==> config.mk <==
export PLATFORM = sky130hd
export DESIGN_NAME = iir_biquad_cascade
export DESIGN_NICKNAME = d
export VERILOG_FILES = /design/src/rtl/eq_pkg.sv /design/src/rtl/eq_mac_sat.sv /design/src/rtl/iir_biquad_cascade.sv
export SDC_FILE = /design/constraint.sdc
export NUM_CORES = 2
export LEC_CHECK = 0
export CELL_PAD_IN_SITES_DETAIL_PLACEMENT = 1
export CELL_PAD_IN_SITES_GLOBAL_PLACEMENT = 2
export CORE_ASPECT_RATIO = 0.8
export CORE_MARGIN = 3
export CORE_UTILIZATION = 40
export CTS_CLUSTER_DIAMETER = 30
export DETAILED_ROUTE_END_ITERATION = 10
export GPL_TIMING_DRIVEN = 0
export HOLD_SLACK_MARGIN = 0.03
export PLACE_DENSITY_LB_ADDON = 0.1
export SYNTH_ARGS = -nofsm -noshare
export SYNTH_HDL_FRONTEND = slang
export SYNTH_SLANG_ARGS = --single-unit
==> constraint.sdc <==
create_clock -name clk -period 20.1 [get_ports clk]
set_clock_uncertainty 0.1 [all_clocks]
set_input_delay 4.02 -clock clk [delete_from_list [all_inputs] [get_ports clk]]
set_output_delay 4.02 -clock clk [all_outputs]
set_load 0.005 [all_outputs]
==> images/port_nets.png <==
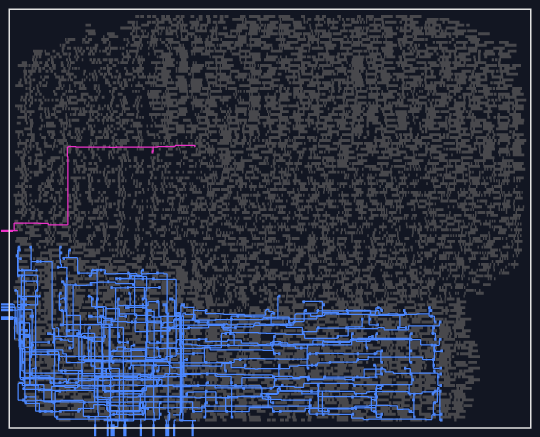
color	port	bits	direction	edge	end cells	buffers	wire
magenta	din_ready	1	output	left	1	1	268 µm
blue	coe	17	input	12 bottom, 5 left	357	51	12,900 µm
I/O Buffers: 79
I/O pins: 81

==> images/registers.png <==
The bar under the picture is 100 µm long. Other sequential cells in the stronger gray, the rest of the logic in the fainter gray.
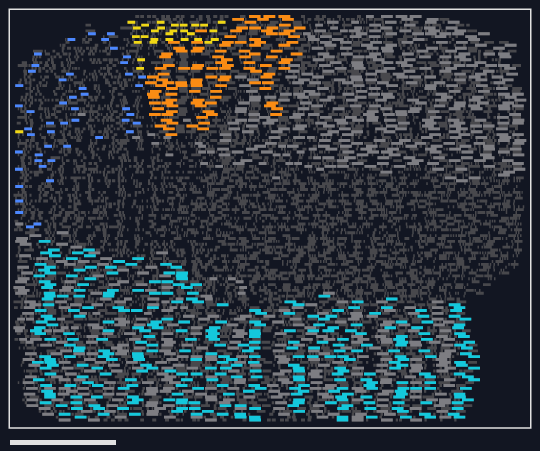
color	netlist name	flops
yellow	dout	29
blue	u_mac.r_acc	49
orange	r_y1	116
cyan	r_act	340
not colored	730
Reg area: 36,600 µm²
Seq area share: 40.7%
fin util: 48.4%

==> images/final_clocks.png <==
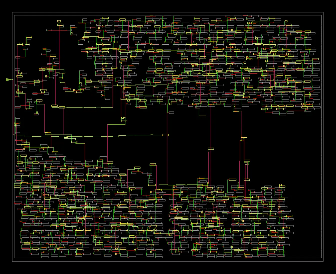
CTS buffer count: 308
number of clock buffers in the layout: 364
flop count: 1,264
Sink Count: 1,264

==> images/metal_stack.png <==
The bar under the picture is 100 µm long.
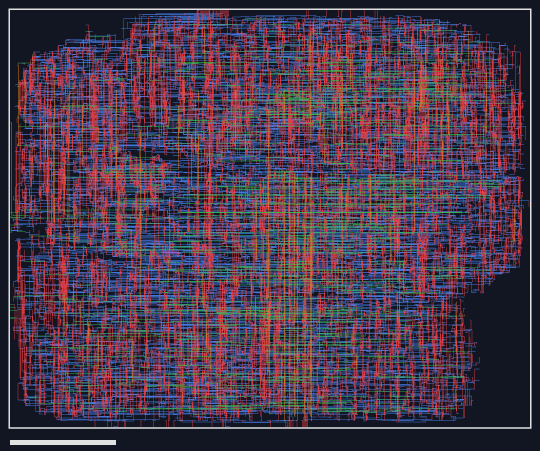
color	layer	wire length
red	met2	112 mm
orange	met4	6,750 µm
purple	met5	13.8 µm
green	met3	25.6 mm
blue	met1	135 mm
drt wl/cell: 29.9 µm
via count: 52,200

==> reports/qor.yml <==
setup_path:
  critPathTopFamily: "adder cells"
  r2r_cells: 41
  max_stage_delay_ns: 1.13
  cp.required_ns: 20.79
  critPathMaxFanout: 10
  crit_type: "register to register"
  critPathLaunchType: "register"
timing:
  max_slew.worst_pin.slew_ns: 1.48
  final.period_utilization_pct: 85.2
  slew-limit-headroom_pct: 1.21
  setup_viol: 0
clock_tree:
  cts_tree: "built"
logic_synthesis:
  async_flop_share_pct: 0
  ys_cells: 6187
  ys.flops: 1264
  yosysTopAreaCellShare_pct: 45.0
  yosys_area_um2: 75200
  synthDistinctLibCells: 84
route:
  ant_nets: 0
  wl_met2_um: 112000
run:
  max_cap_viol_count: 0
  log.warning_count: 36
placement:
  post-place-ws_ns: 3.10
finish:
  final_common_cell: "edfxtp_1"
  logic_gates: 3994
  layout_top_cells: "edfxtp_1, and2_1, nor2_1"
  comb_share_pct: 39.0
  area_delta_synth_final_pct: 19.7
  n_all_buffers: 480
floorplan:
  std_cell_rows: 141
  die_h_um: 394
run_status:
  status: "finished clean"
-- synth_stat cells, types with 34 or more instances --
cell type and number:
and2_1 895, nand2_1 397, buf_1 46, nand3_1 76, nor3_1 34, a21o_1 65
dfxtp_1 137, nand2b_1 40, inv_1 555, a22oi_1 62, mux4_2 245, and3_1 46
fa_1 479, clkbuf_1 313, xnor2_1 70, a211oi_1 47, mux2_2 35, ha_1 178
xor2_1 48, edfxtp_1 1127, o21ai_0 76, nor2_1 614, a21oi_1 182, nor2b_1 50
mux2i_1 74
-- kinds of logic after synthesis --
group                      Yosys count  synth area share [%]
adders and majority gates          657                  15.7
buffers and inverters              929                  4.68
muxes                              354                  8.85
DFF                               1264                  48.7
xor gates and xnor gates           118                  1.38
and+or+nand+nor                   2266                  15.4
AOI/OAI and AO/OA                  599                  5.26
